[src/rtl/reel_sequencer.sv]
// Three-reel slot sequencer: LFSR start positions, divided-rate reel stepping,
// in-order reel stops (player pulse or auto timeout) and a match check.
module reel_sequencer #(
  parameter int          TICK_DIV        = 2500000,
  parameter int          AUTO_STOP_TICKS = 40,
  parameter int          MIN_SPIN_TICKS  = 8,
  parameter int          NUM_SYMBOLS     = 6,
  parameter int          SYM_W           = 3,
  parameter logic [15:0] LFSR_SEED       = 16'hACE1
) (
  input  logic             clk_i,
  input  logic             rst_ni,
  input  logic             spin_i,
  input  logic             stop_pulse_i,
  input  logic             abort_i,
  output logic [SYM_W-1:0] reel0_o,
  output logic [SYM_W-1:0] reel1_o,
  output logic [SYM_W-1:0] reel2_o,
  output logic [2:0]       spinning_o,
  output logic             busy_o,
  output logic             done_o,
  output logic             win_o
);

  localparam int TICK_W = $clog2(TICK_DIV);
  localparam int AUTO_W = (AUTO_STOP_TICKS < 2) ? 1 : $clog2(AUTO_STOP_TICKS);
  localparam int SPUN_W = (MIN_SPIN_TICKS < 1) ? 1 : $clog2(MIN_SPIN_TICKS + 1);

  localparam logic [TICK_W-1:0] TICK_LAST = TICK_W'(TICK_DIV - 1);
  localparam logic [AUTO_W-1:0] AUTO_LAST = AUTO_W'(AUTO_STOP_TICKS - 1);
  localparam logic [SPUN_W-1:0] SPUN_MAX  = SPUN_W'(MIN_SPIN_TICKS);
  localparam logic [SYM_W-1:0]  SYM_LAST  = SYM_W'(NUM_SYMBOLS - 1);

  typedef enum logic [1:0] {S_IDLE, S_SPIN, S_EVAL} state_t;

  state_t                   state_reg, state_next;
  logic [15:0]              lfsr_reg;
  logic                     lfsr_fb;
  logic [TICK_W-1:0]        tick_cnt_reg;
  logic [AUTO_W-1:0]        auto_cnt_reg;
  logic [SPUN_W-1:0]        spun_reg;
  logic [1:0]               stop_idx_reg;
  logic [2:0]               spinning_reg;
  logic                     done_reg;
  logic                     win_reg;
  logic [2:0][SYM_W-1:0]    reel_vec;
  logic                     in_spin, abort_hit, spin_go, tick, stop_go;

  assign lfsr_fb   = lfsr_reg[15] ^ lfsr_reg[13] ^ lfsr_reg[12] ^ lfsr_reg[10];
  assign in_spin   = (state_reg == S_SPIN);
  assign abort_hit = abort_i && (state_reg != S_IDLE);
  assign spin_go   = spin_i && (state_reg == S_IDLE);
  assign tick      = in_spin && (tick_cnt_reg == TICK_LAST);
  // A coincident player stop and timeout collapse into one stop.
  assign stop_go   = in_spin && !abort_i &&
                     ((stop_pulse_i && (spun_reg >= SPUN_MAX)) ||
                      (tick && (auto_cnt_reg == AUTO_LAST)));

  always_ff @(posedge clk_i or negedge rst_ni) begin
    if (!rst_ni) state_reg <= S_IDLE;
    else         state_reg <= state_next;
  end

  always_comb begin
    state_next = state_reg;
    case (state_reg)
      S_IDLE:  if (spin_i) state_next = S_SPIN;
      S_SPIN: begin
        if (abort_i)                                 state_next = S_IDLE;
        else if (stop_go && (stop_idx_reg == 2'd2))  state_next = S_EVAL;
      end
      S_EVAL:  state_next = S_IDLE;
      default: state_next = S_IDLE;
    endcase
  end

  always_comb begin
    busy_o     = (state_reg != S_IDLE);
    done_o     = done_reg;
    win_o      = win_reg;
    spinning_o = spinning_reg;
    reel0_o    = reel_vec[0];
    reel1_o    = reel_vec[1];
    reel2_o    = reel_vec[2];
  end

  always_ff @(posedge clk_i or negedge rst_ni) begin
    if (!rst_ni) begin
      lfsr_reg     <= LFSR_SEED;
      tick_cnt_reg <= '0;
      auto_cnt_reg <= '0;
      spun_reg     <= '0;
      stop_idx_reg <= '0;
      spinning_reg <= '0;
      done_reg     <= 1'b0;
      win_reg      <= 1'b0;
    end else begin
      lfsr_reg <= {lfsr_reg[14:0], lfsr_fb};
      done_reg <= 1'b0;
      if (abort_hit) begin
        spinning_reg <= '0;
        win_reg      <= 1'b0;
      end else if (spin_go) begin
        spinning_reg <= 3'b111;
        win_reg      <= 1'b0;
        tick_cnt_reg <= '0;
        auto_cnt_reg <= '0;
        spun_reg     <= '0;
        stop_idx_reg <= '0;
      end else if (in_spin) begin
        tick_cnt_reg <= tick ? '0 : tick_cnt_reg + 1'b1;
        if (tick && (spun_reg != SPUN_MAX)) spun_reg <= spun_reg + 1'b1;
        if (stop_go) begin
          spinning_reg[stop_idx_reg] <= 1'b0;
          stop_idx_reg               <= stop_idx_reg + 2'd1;
          auto_cnt_reg               <= '0;
        end else if (tick) begin
          auto_cnt_reg <= auto_cnt_reg + 1'b1;
        end
      end else if (state_reg == S_EVAL) begin
        win_reg  <= (reel_vec[0] == reel_vec[1]) && (reel_vec[1] == reel_vec[2]);
        done_reg <= 1'b1;
      end
    end
  end

  for (genvar gi = 0; gi < 3; gi++) begin : g_reel
    logic [SYM_W-1:0] seed_raw, seed_val, reel_reg;
    logic             reel_step;

    assign seed_raw  = lfsr_reg[gi*SYM_W +: SYM_W];
    assign seed_val  = (seed_raw > SYM_LAST) ? seed_raw - SYM_LAST - 1'b1 : seed_raw;
    // The reel being stopped freezes on this edge even if a tick lands on it.
    assign reel_step = tick && !abort_i && spinning_reg[gi] &&
                       !(stop_go && (stop_idx_reg == 2'(gi)));

    always_ff @(posedge clk_i or negedge rst_ni) begin
      if (!rst_ni)        reel_reg <= '0;
      else if (spin_go)   reel_reg <= seed_val;
      else if (reel_step) reel_reg <= (reel_reg == SYM_LAST) ? '0 : reel_reg + 1'b1;
    end

    assign reel_vec[gi] = reel_reg;
  end

endmodule

[config.mk]
export PLATFORM = sky130hd
export DESIGN_NAME = reel_sequencer
export DESIGN_NICKNAME = d
export VERILOG_FILES = /design/src/rtl/reel_sequencer.sv
export SDC_FILE = /design/constraint.sdc
export NUM_CORES = 1
export LEC_CHECK = 0
export ABC_AREA = 1
export CORE_MARGIN = 4
export CORE_UTILIZATION = 38
export DETAILED_ROUTE_END_ITERATION = 10
export PLACE_DENSITY = 0.56
export SYNTH_ARGS = -nofsm -noshare
export SYNTH_HDL_FRONTEND = slang
export SYNTH_SLANG_ARGS = --single-unit
export TNS_END_PERCENT = 100
[constraint.sdc]
create_clock -name clk_i -period 2 [get_ports clk_i]
set_input_delay 0.4 -clock clk_i [delete_from_list [all_inputs] [get_ports clk_i]]
set_output_delay 0.4 -clock clk_i [all_outputs]
set_load 0.01 [all_outputs]
==> run summary, run 1 <==
This memo summarizes the results of the implementation run.

Global route
The global-route usage over all layers is 0.1537. In the global route stage, met2 resource usage came out at 0.2449.

Finish
The utilization after layout is 0.4637. The most common cell after layout, fill and taps aside is sky130_fd_sc_hd__nand2_1. Measured on the final layout, buffering overhead outside the clock network stands at 0.06764. Per the layout report, the design carries 53 non-clock inverters. The cell group occupying the most layout area is multi-input combinational cells. The net count reported at finish is 505. The cell area after layout is 4365 um^2.

Logic synthesis
Synthesis inferred 66 register bits. Per the synthesis report, the XOR/XNOR share of the synthesized area is 0.03050. The share of synthesized registers carrying an async set or reset is 1.000. By count the netlist is led by sky130_fd_sc_hd__nand2_1 (105), sky130_fd_sc_hd__dfrtp_1 (58), sky130_fd_sc_hd__inv_1 (48), sky130_fd_sc_hd__nor2_1 (37). The average cell area after synthesis is 8.260 um^2.

Per the post-synthesis report, the number of cells in the design is 452. The number of unique standard cell types used by synthesis is 39. Warnings reported by Yosys during synthesis add up to 0. Of the post-synthesis cell area, the part taken by muxes is 0. The area fraction of the largest cell type after synthesis is 0.3887.

The sequential fraction of the synthesis area is 0.4450.

Power and ir drop
The maximum vdd drop is 565.3 uV. The power drawn by the sequential cells is 1.80 mW. The biggest slice of the total power is consumed by registers. After layout, the design draws a total of 4.060 mW.

Route
The routed design shows a via density per instance of 4.864. The met1 wire length is 3817 um. Per the detail_route log, met3 wirelength is 318 um.

The wire length after detailed routing is 8029 um.

Clock tree
The maximum count of clock buffers along a single path is 2. The CTS H-tree depth is 3. The total CTS buffers is 9.

Die
For this configuration, the core starts out at a cell density of 0.3965.

Setup path
The report lists the cells along the critical path as nor2_4, inv_1, clkdlybuf4s50_1. The setup check on the worst reg-to-reg path leaves a slack of 180 ps. STA classifies the critical path endpoint as an output port. For the worst setup path, the data arrival time is 1500 ps. The startpoint of the most critical register-to-register path is tick_cnt_reg[0]$_DFFE_PN0P_.

STA
Headroom to the max-slew limit came out at 0.6963.

Placed design
The worst slack after detailed placement is 37.11 ps. Port buffering added 19 buffers.

Status
The run finished with clean final reports.

Run
The total number of warnings across the stage logs is 31.
-- run 1: how the worst max path moves through the flow --
stage / startpoint / to / slack (ps) / depth (start not counted)
after floorplan: tick_cnt_reg[0]$_DFFE_PN0P_ / spun_reg[3]$_DFFE_PN0P_ / 360 / 12
after global placement: abort_i / tick_cnt_reg[15]$_DFFE_PN0P_ / 80 / 11
after detailed placement: abort_i / tick_cnt_reg[11]$_DFFE_PN0P_ / 40 / 9
after CTS: state_reg[0]$_DFFE_PN0P_ / busy_o / 50 / 3
after global routing: tick_cnt_reg[0]$_DFFE_PN0P_ / reel2_o[1]$_DFFE_PN0P_ / -0.1 / 12
final: state_reg[0]$_DFFE_PN0P_ / busy_o / 100 / 3
Fig. 1: run 1, gate-type map
The bar under the picture is 20 um long.
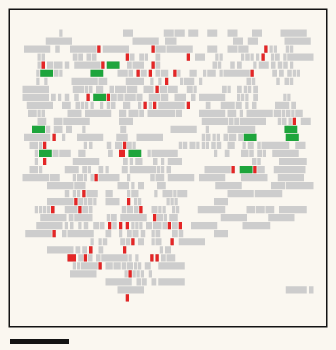
[red] inv cells | cells: 53 | most used: inv_1
[green] fa/ha/maj cells | cells: 11 | most used: ha_1

Fig. 2: run 1, where the registers sit
The bar under the picture is 20 um long.
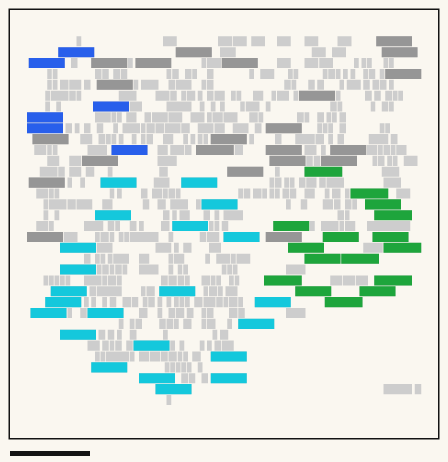
[cyan] `tick_cnt_reg` | flops: 22
[green] `lfsr_reg` | flops: 16 | where: middle right
[blue] `auto_cnt_reg` | flops: 6 | where: upper left
not colored: 22

Fig. 3: run 1, routed metal, one color a layer
The bar under the picture is 20 um long.
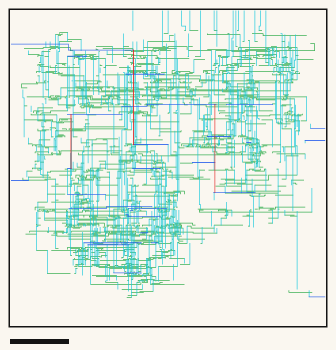
[red] M4 | wire length: 80.2 um
[cyan] M2 | wire length: 3810 um
[blue] M3 | wire length: 318 um
[green] M1 | wire length: 3820 um

==> run 1 -> run 2 <==
CORE_ASPECT_RATIO = 1.4   (was unset)
SKIP_LAST_GASP = 1   (was unset)
Fig. 4: run 2, routed metal, one color a layer
The bar under the picture is 20 um long.
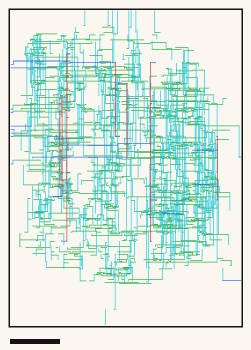
[red] M4 | wire length: 304 um
[blue] M3 | wire length: 223 um
[green] M1 | wire length: 3580 um
[cyan] M2 | wire length: 4650 um

==> run 2 against run 1 <==
Effect of this change:
- clock power grew 41%
- routed wire length grew 9.0%
- critical path depth is the same
- global-route usage grew 1.1 points
- synthesized cell count is the same
- critical path type unchanged
- largest cell class unchanged
==> run summary, run 2 <==
This memo summarizes the results of the implementation run.

Placed design
The detailed placement HPWL was 6651 um (was 5969 um). The port buffer count is 19 (unchanged). The worst slack after detailed placement was 13.73 ps (was 37.11 ps).

The number of placed instances, taps included came to 610 (was 606).

Setup path
The maximum net fanout on the critical path was 5 (unchanged). The startpoint of the most critical register-to-register path is tick_cnt_reg[0]$_DFFE_PN0P_ (unchanged). The required time of the worst setup path came to 1600 ps (about the same).

The timing startpoint of the critical path was state_reg[0]$_DFFE_PN0P_ (unchanged). The total stage count of the critical path was 3 (unchanged). The worst reg2reg path endpoint is spun_reg[1]$_DFFE_PN0P_ (was auto_cnt_reg[1]$_DFFE_PN0P_). The startpoint type of the worst setup path is a flip-flop (unchanged).

The end point of the critical path is busy_o (unchanged). The kind of capture point of the worst setup path is an output port (unchanged). The slack of the worst reg-to-reg path is 240 ps (was 180 ps). Sequence of cells on the critical path: nor2_4, inv_1, clkdlybuf4s50_1 (unchanged). The arrival time reported for the critical path endpoint is 1510 ps (was 1500 ps).

Logic synthesis
The post-synthesis instance total came to 452 (unchanged). The aoi/oai-family share of the synthesized area was 0.09920 (unchanged). The sequential fraction of the synthesis area is 0.4450 (unchanged). The main combinational cell family by area after synthesis is simple AND/OR/NAND/NOR gates (unchanged). The register bit count reported by yosys is 66 (unchanged).

The cell total in the yosys stat output is 452 (unchanged). The share of synthesized registers carrying an async set or reset is 1.000 (unchanged). The mux cell area share after synthesis is 0 (unchanged). The chip area from the yosys synthesis statistics is 3734 um^2 (unchanged). The average cell area after synthesis is 8.260 um^2 (unchanged). The adder-cell share of the synthesized area is 0.03686 (unchanged).

The main flop type after synthesis is sky130_fd_sc_hd__dfrtp_1 (unchanged). The netlist area before placement came to 3734 um^2 (unchanged). Most used standard cells in the synthesized netlist: sky130_fd_sc_hd__nand2_1 (105), sky130_fd_sc_hd__dfrtp_1 (58), sky130_fd_sc_hd__inv_1 (48), sky130_fd_sc_hd__nor2_1 (37) (unchanged). The xor and xnor fraction of the mapped netlist area is 0.03050 (unchanged). The proportion of netlist area held by the largest area contributor is 0.3887 (unchanged). The number of unique standard cell types used by synthesis was 39 (unchanged).

The net count of the mapped netlist is 468 (unchanged). The count of library flops with an enable pin came to 0 (unchanged). The cell type with the largest total area after synthesis is sky130_fd_sc_hd__dfrtp_1 (unchanged).

The tally of yosys warning messages was 0 (unchanged).

STA
Setup repair after global routing left no endpoint under its margin. The worst setup margin is 89.88 ps (was 97.96 ps). The minimum clock period after layout is 1910 ps (was 1902 ps). The normalized max-slew margin is 0.6492 (was 0.6963). The maximum clock frequency is 523.5 MHz (was 525.8 MHz). The clock skew is 5.830 ps (was 9.446 ps). The number of hold-slack violations in the final timing report is 0 (unchanged). The final setup violation count is 0 (unchanged).

Finish
The utilization after layout was 0.4722 (was 0.4637). The cell area after layout is 4492 um^2 (was 4365 um^2). The net count reported at finish was 506 (was 505).

The fraction of layout instances using a drive strength above 1 is 0.1717 (was 0.1741). The most common cell after layout, fill and taps aside is sky130_fd_sc_hd__nand2_1 (unchanged).

Power and ir drop
The leakage power total came to 2.115 nW (was 2.055 nW). The biggest power consumer among the groups is registers (unchanged). The power drawn by the sequential cells is 1.81 mW (was 1.80 mW). The part of the total power dissipated in combinational logic is 0.251 (was 0.278). The combinational group power is 1.14 mW (was 1.13 mW).

The maximum vdd drop is 653.7 uV (was 565.3 uV). The clock distribution power is 1.59 mW (was 1.13 mW). The total chip power was 4.539 mW (was 4.060 mW).

Min path
For the worst min-delay path, the startpoint reported by OpenROAD is lfsr_reg[9]$_DFF_PN0_.

Run
The number of maximum-capacitance violations came to 0 (unchanged). The total number of warnings across the stage logs is 31 (unchanged).

Die
The initial core utilization came to 0.3925 (was 0.3965). The area of the die is 11500 um^2 (was 11470 um^2). The x dimension of the die is 91.78 um (was 107.1 um).

Route
The DRC marker count from the first detailed-route iteration is 150 (was 192). The detail-routed via count per cell is 4.944 (was 4.864). The total vias in the final route is 3100 (was 3030). The wire length after detailed routing is 8753 um (was 8029 um).

The number of remaining DRC errors is 0 (unchanged). The met3 wire length is 223 um (was 318 um). The met1 wire length is 3581 um (was 3817 um).

Clock tree
The root cell of the clock tree is sky130_fd_sc_hd__clkbuf_16 (was sky130_fd_sc_hd__clkbuf_8). The clock slew at the register clock pins of the worst setup and hold paths is 60 ps (was 80 ps). The maximum count of clock buffers along a single path is 2 (unchanged). The number of sinks on the clock net was 66 (unchanged). The post-cts repair resize count was 0 (unchanged).

The total CTS buffers came to 9 (unchanged). The CTS H-tree depth came to 3 (unchanged). The clock tree from TritonCTS is built (unchanged).

Global route
The most used routing layer is met2 (unchanged). The first-pass GRT wire length is 15140 um (was 14010 um). The via count of the first global-routing pass is 3267 (was 2942).

The global-route track usage on met3 is 0.02764 (was 0.04335).

Status
Result of the run: finished clean (unchanged).
Fig. 5: run 2, congestion heat map
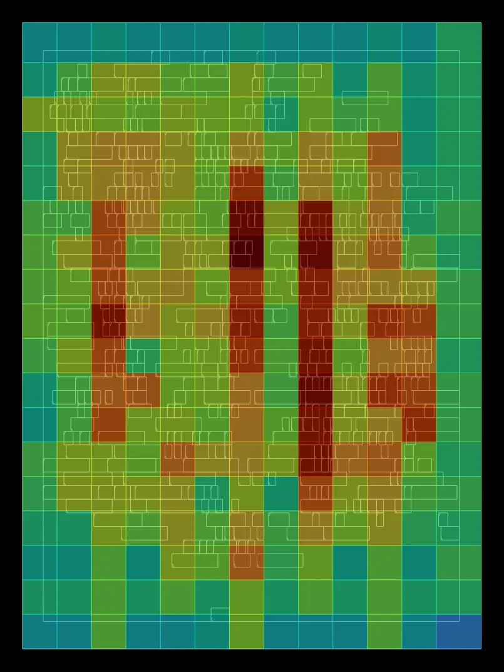
met2 usage: 0.2996
aggregate global-route resource usage: 0.1651

run 2: cell types whose count changed in the layout (fill, tap and decap cells not counted), sizes merged:
cell	before	now
dlygate4sd3	0	1
clkinvlp	3	2
clkbuf	10	9
clkinv	3	5
run 2: final cells by class:
| class | instances | area (um^2) | area share |
|---|---|---|---|
| tap | 132 | 165.2 | 0.03677 |
| clock inverter | 7 | 80.08 | 0.01783 |
| clock buffer | 9 | 225.2 | 0.05014 |
| sequential | 66 | 1662 | 0.3699 |
| inverter | 53 | 206.4 | 0.04596 |
| timing repair buffer | 33 | 317.8 | 0.07075 |
| multi-input combinational | 327 | 1836 | 0.4086 |
run 2: repair_timing:
action / 4_1_cts / 5_1_grt
endpoints found under the hold margin: 11 / 0
hold buffers: 1 / 0
setup endpoints to repair: 0 / 0
==> run 2 -> run 3 <==
REMOVE_ABC_BUFFERS = 1   (was unset)
clock period = 2.3 ns   (was 2 ns; I/O delays follow)
Fig. 6: run 3, routed metal, one color a layer
The bar under the picture is 20 um long.
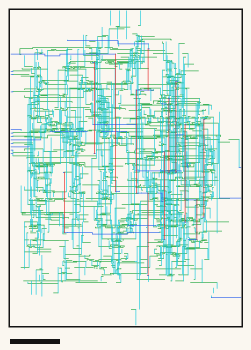
wire length after detailed routing: 9086 um
vias after detailed routing: 3074
aggregate global-route resource usage: 0.1734
routed length per placed instance: 14.63 um

Fig. 7: run 3, congestion heat map
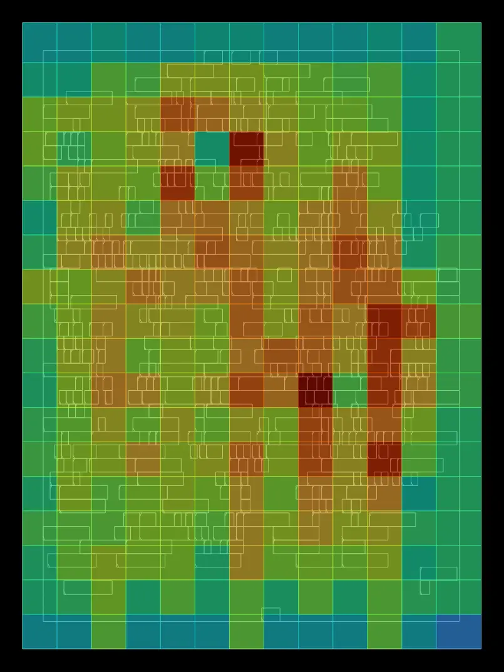
post-layout util: 0.4640
GR peak layer: met2
global-route met1 utilization: 0.1896

==> run 3 against run 2 <==
Effect of this change:
- utilization fell by 0.83 points
- clock skew up 5.2 ps
- sequential share of layout area up 0.66 points
- worst setup slack improved by 220 ps
- synthesized area unchanged
- total power shrank 15%
- count of clock-buffer cells in the layout is the same
- hold slack worse by 220 ps
- combinational power fell by about 10%
- synthesized cell count did not move
==> run summary, run 3 <==
This memo summarizes the results of the implementation run.

Finish
The flop share of the area was 0.3765 (was 0.3699). The area share of buffers outside the clock network came to 0.05841 (was 0.07075). The sequential cell count of the final layout is 66 (unchanged).

The area taken by flip-flops and latches is 1662 um^2 (unchanged). The inverter count of the layout excluding clock inverters is 53 (unchanged). The multi-input combinational cell area is 1836 um^2 (unchanged). The net count reported at finish is 500 (was 506). The number of ordinary and repair buffers in the finished layout was 27 (was 33). The fraction of layout instances using a drive strength above 1 was 0.1636 (was 0.1717). The most common cell after layout, fill and taps aside was sky130_fd_sc_hd__nand2_1 (unchanged).

Power and ir drop
The part of the total power dissipated in combinational logic is 0.257 (was 0.251). The total chip power is 3.878 mW (was 4.539 mW).

Setup path
The required time of the worst setup path is 1840 ps (was 1600 ps). The maximum net fanout on the critical path is 5 (unchanged). Sequence of cells on the critical path: nor2_4, inv_1, clkdlybuf4s50_1 (unchanged). The arrival time reported for the critical path endpoint was 1530 ps (was 1510 ps).

The worst reg2reg path endpoint is spun_reg[2]$_DFFE_PN0P_ (was spun_reg[1]$_DFFE_PN0P_).

Logic synthesis
The register bit count reported by yosys is 66 (unchanged). The share of synthesized registers carrying an async set or reset came to 1.000 (unchanged). The main flop type after synthesis is sky130_fd_sc_hd__dfrtp_1 (unchanged).

The number of unique standard cell types used by synthesis is 39 (unchanged). The chip area from the yosys synthesis statistics was 3734 um^2 (unchanged). The cell type with the largest total area after synthesis is sky130_fd_sc_hd__dfrtp_1 (unchanged). The main combinational cell family by area after synthesis is simple AND/OR/NAND/NOR gates (unchanged). The count of library flops with an enable pin is 0 (unchanged).

Clock tree
The total CTS buffers is 9 (unchanged). The CTS H-tree depth was 3 (unchanged).

Placed design
The worst slack after detailed placement is 215.0 ps (was 13.73 ps). The number of placed instances, taps included is 605 (was 610).

STA
The normalized max-slew margin was 0.5198 (was 0.6492). The maximum clock frequency is 503.3 MHz. The final setup violation count came to 0 (unchanged). The clock skew is 11.01 ps (was 5.830 ps).

Status
Result of the run: finished clean (unchanged).

Run
The total number of warnings across the stage logs is 30 (was 31). The number of maximum-capacitance violations was 0 (unchanged).

Route
The detail-routed via count per cell is 4.950 (was 4.944).

Die
The area of the die was 11500 um^2 (unchanged).
[run 3: power by group through the flow]
stage | sequential [mW] | clock [mW] | combinational, mW
finish | 1.57 | 1.31 | 0.995
global route | 1.61 | 1.40 | 1.14
CTS | 1.57 | 1.35 | 1.01
detailed placement | 1.59 | 0 | 1.00
global placement | 1.59 | 0 | 0.992
floorplan | 1.58 | 0 | 0.581
[run 3: per-layer routing]
layer,GRT usage,share of wire,vias up
li1,-,-,1544
met5,0,0,-
met3,0.03726,0.030,26
met4,0.1015,0.044,0
met2,0.3052,0.53,57
met1,0.1896,0.40,1447

## Gallery

Close-up of the layout.
image #1
The bar under the picture is 5 um long. Window x 44 to 64, y 65 to 85 um. Cells in gray, sequential cells in the stronger gray; small squares are vias.
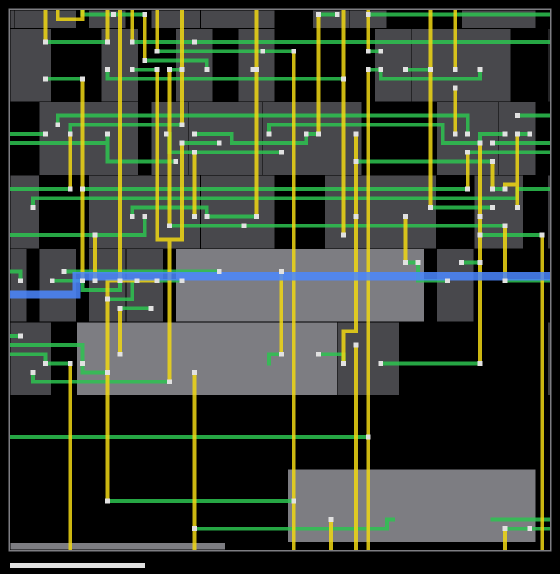
image #2
The bar under the picture is 5 um long. Window x 36 to 56, y 78 to 98 um. Cells in gray, sequential cells in the stronger gray; small squares are vias.
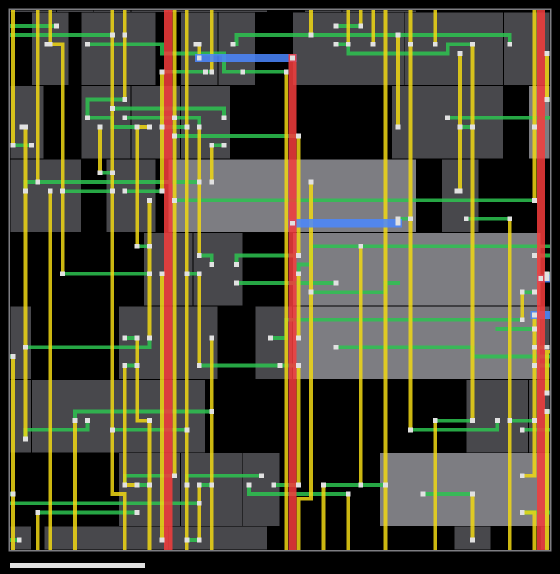
image #3
The bar under the picture is 5 um long. Window x 36 to 56, y 78 to 98 um. Cells in gray, sequential cells in the stronger gray; small squares are vias.
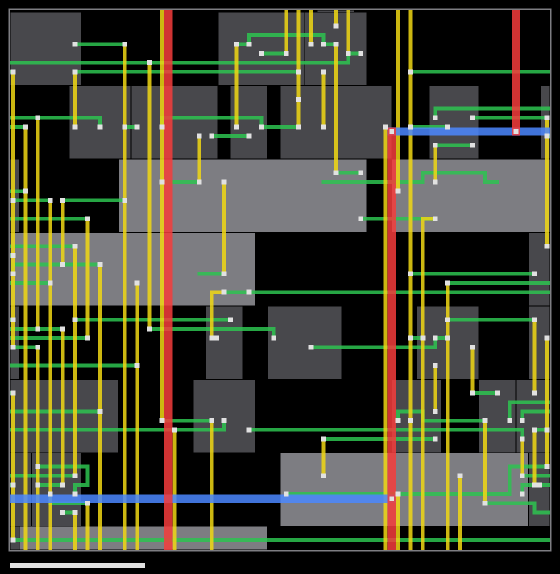
Run 1 is image #1.
Run 2 is image #2.
Run 3 is image #3.

Key to image #1:
[green] M1
[blue] M3
[yellow] M2
netlist names of flops here include: `state_reg` (2), `reel1_o` (1)
cells with their middle in the window: 24
sequential cells in the window: 3
most frequent: inv_1 (5), nor2_1 (3)

Power is estimated from default activity; no workload was simulated.
